Figure 1. Placement density heat map.
Scale bar: 200 microns. 35 x 17 tiles, from black (low) to pale yellow (high), 0 to 100% covered.
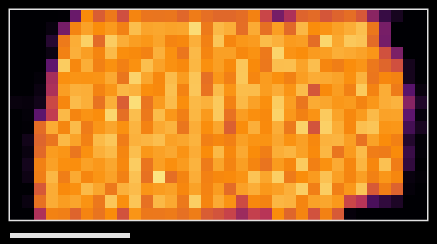
Figure 2. Port wiring.
Scale bar: 200 microns.
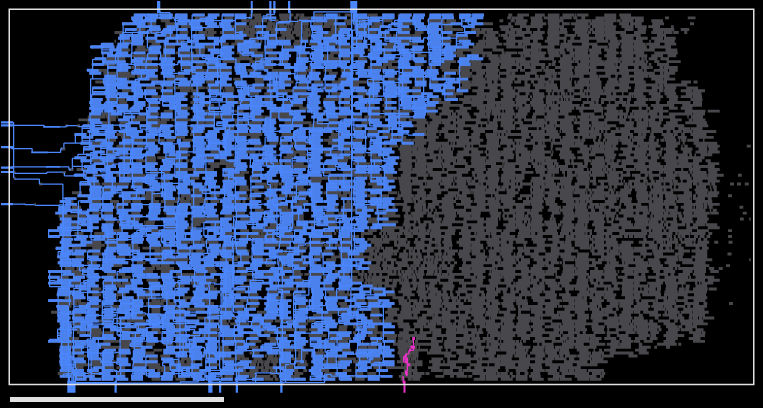
Figure 3. PDN straps and rails.
Scale bar: 200 microns. Pins as bars on the die edge.
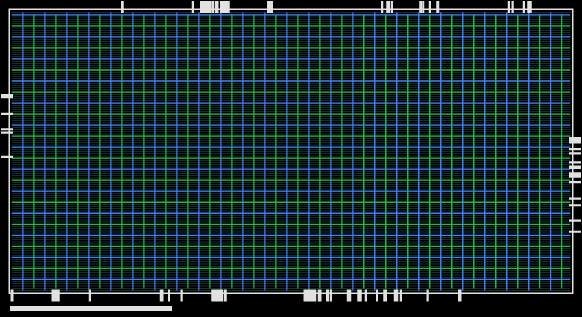
Figure 4. Routing congestion.
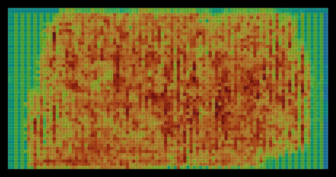
Figure 5. Cell classes on the final placement.
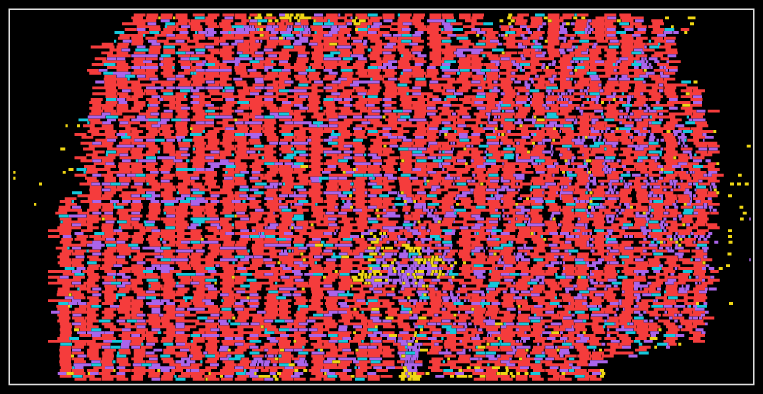
<file path="config.mk">
export PLATFORM = sky130hd
export DESIGN_NAME = icache
export DESIGN_NICKNAME = d
export VERILOG_FILES = /design/src/rtl/icache_pkg.sv /design/src/rtl/icache_store.sv /design/src/rtl/icache.sv
export SDC_FILE = /design/constraint.sdc
export NUM_CORES = 2
export LEC_CHECK = 0
export CORE_ASPECT_RATIO = 0.5
export CORE_MARGIN = 2
export CORE_UTILIZATION = 60
export CTS_CLUSTER_SIZE = 24
export DETAILED_ROUTE_END_ITERATION = 16
export PLACE_DENSITY = 0.75
export SETUP_SLACK_MARGIN = 0.15
export SYNTH_ARGS = -nofsm -noshare
export SYNTH_HDL_FRONTEND = slang
export SYNTH_SLANG_ARGS = --single-unit
</file>
<file path="constraint.sdc">
create_clock -name clk_in -period 10.21 [get_ports clk_in]
set_input_delay 2.5525 -clock clk_in [delete_from_list [all_inputs] [get_ports clk_in]]
set_output_delay 2.5525 -clock clk_in [all_outputs]
set_load 0.03 [all_outputs]
</file>
<file path="src/rtl/icache_pkg.sv">
// Shared definitions for the direct-mapped instruction cache: controller
// state encoding and the default geometry.
package icache_pkg;

    localparam int unsigned INDEX_BITS_DEF = 6;

    typedef enum logic [1:0] {
        ST_IDLE = 2'd0,
        ST_REQ  = 2'd1,
        ST_WAIT = 2'd2
    } state_e;

endpackage

</file>
<file path="src/rtl/icache_store.sv">
// Valid/tag/data line store: one combinational read port, one write port,
// single-cycle bulk invalidate (which wins over a same-cycle write).
module icache_store #(
    parameter int INDEX_BITS = 6,
    parameter int TAG_W      = 24
) (
    input  logic                  clk_in,
    input  logic                  rst_n_in,
    input  logic                  clr_all_in,
    input  logic [INDEX_BITS-1:0] rd_idx_in,
    output logic                  rd_valid_out,
    output logic [TAG_W-1:0]      rd_tag_out,
    output logic [31:0]           rd_data_out,
    input  logic                  we_in,
    input  logic [INDEX_BITS-1:0] wr_idx_in,
    input  logic [TAG_W-1:0]      wr_tag_in,
    input  logic [31:0]           wr_data_in
);
    localparam int LINES = 1 << INDEX_BITS;

    logic [LINES-1:0] valid_q;
    logic [LINES-1:0] valid_d;
    logic [TAG_W-1:0] tag_mem  [LINES];
    logic [31:0]      data_mem [LINES];

    always_comb begin
        valid_d = valid_q;
        if (clr_all_in) begin
            valid_d = '0;
        end else if (we_in) begin
            valid_d[wr_idx_in] = 1'b1;
        end
    end

    always_ff @(posedge clk_in) begin
        if (!rst_n_in) begin
            valid_q <= '0;
        end else begin
            valid_q <= valid_d;
        end
    end

    // Tag and data need no reset; the valid bit guards them.
    always_ff @(posedge clk_in) begin
        if (we_in) begin
            tag_mem[wr_idx_in]  <= wr_tag_in;
            data_mem[wr_idx_in] <= wr_data_in;
        end
    end

    assign rd_valid_out = valid_q[rd_idx_in];
    assign rd_tag_out   = tag_mem[rd_idx_in];
    assign rd_data_out  = data_mem[rd_idx_in];

endmodule

</file>
<file path="src/rtl/icache.sv">
// Direct-mapped one-word-per-line instruction cache with a single outstanding
// refill; hits answer the cycle after acceptance, rdy_in low freezes everything.
module icache
    import icache_pkg::*;
#(
    parameter int INDEX_BITS = INDEX_BITS_DEF
) (
    input  logic        clk_in,
    input  logic        rst_n_in,
    input  logic        rdy_in,
    input  logic        clear_in,
    input  logic        fetch_valid_in,
    input  logic [31:0] fetch_pc_in,
    output logic        fetch_ready_out,
    output logic        inst_valid_out,
    output logic [31:0] inst_out,
    output logic        icache_in,
    output logic [31:0] icache_address_in,
    input  logic        icache_received,
    input  logic        icache_task_out,
    input  logic [31:0] value_load
);
    localparam int TAG_W = 32 - INDEX_BITS - 2;

    state_e      state_q, state_d;
    logic        req_q, req_d;
    logic [31:0] addr_q, addr_d;
    logic        inst_vld_q, inst_vld_d;
    logic [31:0] inst_q, inst_d;
    logic        no_install_q, no_install_d;

    logic                  rd_valid;
    logic [TAG_W-1:0]      rd_tag;
    logic [31:0]           rd_data;
    logic                  hit;
    logic                  we;
    logic                  clr_all;
    logic [1:0]            unused_pc_bits;

    assign unused_pc_bits  = fetch_pc_in[1:0];
    assign fetch_ready_out = (state_q == ST_IDLE) && !clear_in;
    assign hit = rd_valid && (rd_tag == fetch_pc_in[31:INDEX_BITS+2]);

    icache_store #(
        .INDEX_BITS (INDEX_BITS),
        .TAG_W      (TAG_W)
    ) u_store (
        .clk_in       (clk_in),
        .rst_n_in     (rst_n_in),
        .clr_all_in   (clr_all),
        .rd_idx_in    (fetch_pc_in[INDEX_BITS+1:2]),
        .rd_valid_out (rd_valid),
        .rd_tag_out   (rd_tag),
        .rd_data_out  (rd_data),
        .we_in        (we),
        .wr_idx_in    (addr_q[INDEX_BITS+1:2]),
        .wr_tag_in    (addr_q[31:INDEX_BITS+2]),
        .wr_data_in   (value_load)
    );

    always_comb begin
        state_d      = state_q;
        req_d        = req_q;
        addr_d       = addr_q;
        inst_vld_d   = inst_vld_q;
        inst_d       = inst_q;
        no_install_d = no_install_q;
        we           = 1'b0;
        clr_all      = 1'b0;
        if (rdy_in) begin
            inst_vld_d = 1'b0;
            clr_all    = clear_in;
            // A clear during a refill must also keep that refill out of the array.
            if (clear_in && state_q != ST_IDLE) begin
                no_install_d = 1'b1;
            end
            unique case (state_q)
                ST_IDLE: begin
                    if (fetch_valid_in && fetch_ready_out) begin
                        if (hit) begin
                            inst_vld_d = 1'b1;
                            inst_d     = rd_data;
                        end else begin
                            req_d        = 1'b1;
                            addr_d       = {fetch_pc_in[31:2], 2'b00};
                            no_install_d = 1'b0;
                            state_d      = ST_REQ;
                        end
                    end
                end
                ST_REQ: begin
                    if (icache_received) begin
                        req_d   = 1'b0;
                        state_d = ST_WAIT;
                        if (icache_task_out) begin
                            we         = !clear_in && !no_install_q;
                            inst_vld_d = 1'b1;
                            inst_d     = value_load;
                            state_d    = ST_IDLE;
                        end
                    end
                end
                ST_WAIT: begin
                    if (icache_task_out) begin
                        we         = !clear_in && !no_install_q;
                        inst_vld_d = 1'b1;
                        inst_d     = value_load;
                        state_d    = ST_IDLE;
                    end
                end
                default: state_d = ST_IDLE;
            endcase
        end
    end

    always_ff @(posedge clk_in) begin
        if (!rst_n_in) begin
            state_q      <= ST_IDLE;
            req_q        <= 1'b0;
            addr_q       <= '0;
            inst_vld_q   <= 1'b0;
            inst_q       <= '0;
            no_install_q <= 1'b0;
        end else begin
            state_q      <= state_d;
            req_q        <= req_d;
            addr_q       <= addr_d;
            inst_vld_q   <= inst_vld_d;
            inst_q       <= inst_d;
            no_install_q <= no_install_d;
        end
    end

    assign inst_valid_out    = inst_vld_q;
    assign inst_out          = inst_q;
    assign icache_in         = req_q;
    assign icache_address_in = addr_q;

endmodule
</file>
==> impl_metrics.py <==
# Generated from Yosys and OpenROAD reports
metrics = {
    "sta": {
        "fin_ws_ps": 2388,
        "tightest_slew_ps": 1404,
        "finalHoldViolCount": 0,
        "post-route-min-period_ps": 7822,
        "period_used_share": 0.7661,
        "slew-limit-headroom": 0.06154,
    },
    "flow_run": {
        "tool_warnings": 44,
        "cap_violations": 0,
    },
    "yosys": {
        "adder_share": 0.0003509,
        "simple_gate_share": 0.01575,
        "synthArstFlopShare": 0,
        "ys_sh_mux": 0.1737,
        "synth-edff-count": 3584,
        "yosysUniqueCellTypes": 75,
        "yosys.area_share.aoi": 0.02290,
        "top_area_cell": "edfxtp_1",
        "ys_seq_frac": 0.7730,
        "synth.most_common_cell": "edfxtp_1",
    },
    "clock_tree": {
        "cts-resized-gates": 0,
        "cts_tree": "yes",
        "cts_hold_buffers": 0,
        "post_cts_buffers": 0,
        "cts_sinks": 3715,
        "htreeDepth": 5,
        "clk_latency_ps": 890,
    },
    "worst_setup_path": {
        "worstReg2RegEnd": "inst_out[6]",
        "path_max_fanout": 66,
        "critPathCaptureType": "flop",
    },
    "final_layout": {
        "final_util": 0.6718,
        "register_area_sq_um": 110300,
        "fin_area_sq_um": 158600,
        "comb_area_sq_um": 31100,
        "fillers": 14010,
    },
    "floorplan": {
        "die_area_sq_um": 241800,
        "io_pins": 138,
    },
    "hold_path": {
        "hold_depth": 1,
    },
    "route": {
        "drt_wl_total_microns": 414900,
        "viasPerCell": 7.396,
        "dr.pass1.iters": 6,
        "drc": 0,
    },
    "grt": {
        "grt_pass1_wl_microns": 570100,
    },
    "power": {
        "net-switching-power_mw": 6.332,
        "p_clk_frac": 0.398,
        "p_comb_mw": 1.42,
    },
    "placed_design": {
        "port-buffer-count": 133,
        "hpwl_microns": 209400,
        "gp_congestion": 0.8413,
    },
    "run_status": {
        "status": "finished clean",
    },
}
Notes on Figure 1 above:
49% of the tiles are over 75% full. 11% of the tiles are nearly empty. The mean over all tiles is 64%. The fullest tile reaches 94%.

Notes on Figure 2 above:
Key: value_load = blue [direction input, edge 14 bottom, 12 top, 6 left, end cells 2080, buffers 46, wire 20.5 mm]; rst_n_in = magenta [direction input, edge bottom, end cells 8, buffers 1, wire 67.4 microns]

Notes on Figure 3 above:
Key: VSS = blue; VDD = green
138 signal pins sit on the boundary. 25 straps on met5. 50 straps on met4. 127 met1 rails follow the rows. The core has 126 rows.

Notes on Figure 4 above:
M3 GR Usage: 0.09394
average wire per standard cell: 41.44 microns
met2 usage: 0.5172
Total GRT Usage: 0.3426
routing usage on met1: 0.4776

Notes on Figure 5 above:
Key: other buffers and delay cells = yellow [cells 368]; clock drivers and dummy loads = cyan [cells 559]; all other logic = purple [cells 2225]; flip-flops = red [cells 3715]

worst max-delay path, stage by stage:
cell      delay [ps]
buf_8            380
buf_4            630
buf_4            630
mux4_2           320
mux2i_1           90
o21ai_0          350
nor4b_1          440
o22a_1           440
xor2_1           190
nor2_1           100
and4_1           390
a211oi_4         570
buf_4            750
mux2i_1          280
nor2_1            60
sequential cells by signal (all words and copies together), names as in the netlist:
register and cells:
u_store.tag_mem 1536, u_store.valid_q 64, no_install_q 1, icache_in 1
icache_address_in 30, inst_valid_out 1, u_store.data_mem 2048, state_q 2
inst_out 32
kinds of logic (layout without fill, tap and decap cells):
family | after synthesis | after routing
flops | 3715 | 3715
mux | 1290 | 1290
simple gates | 464 | 464
compound gates | 427 | 427
buf+inv | 360 | 940
xor+xnor | 25 | 25
fa+ha+maj | 4 | 4
other cells | 1 | 11
metal layers:
| metal | vias up | wire, microns | track usage |
|---|---|---|---|
| met3 | 1170 | 62210 | 0.09394 |
| met2 | 6869 | 189900 | 0.5172 |
| li1 | 27420 | - | - |
| met4 | 14 | 21810 | 0.1528 |
| met5 | - | 89 | 0 |
| met1 | 38580 | 141000 | 0.4776 |
area by class of cell:
cell class,count,share of cell area
Antenna cell,9,0.0001420
Clock buffer,407,0.05320
Clock inverter,152,0.009267
Inverter,13,0.0003865
Multi-Input combinational cell,2212,0.1960
Sequential cell,3715,0.6951
Tap cell,3136,0.02473
Timing Repair Buffer,368,0.02112
worst min path at each step:
stage	start	end
floorplan	u_store.valid_q[10]	u_store.valid_q[10]
detailed placement	u_store.valid_q[47]	u_store.valid_q[47]
global route	u_store.valid_q[54]	u_store.valid_q[54]
global placement	u_store.valid_q[62]	u_store.valid_q[62]
finish	u_store.valid_q[41]	u_store.valid_q[41]
CTS	u_store.valid_q[47]	u_store.valid_q[47]
Power and IR drop assume default switching activity.
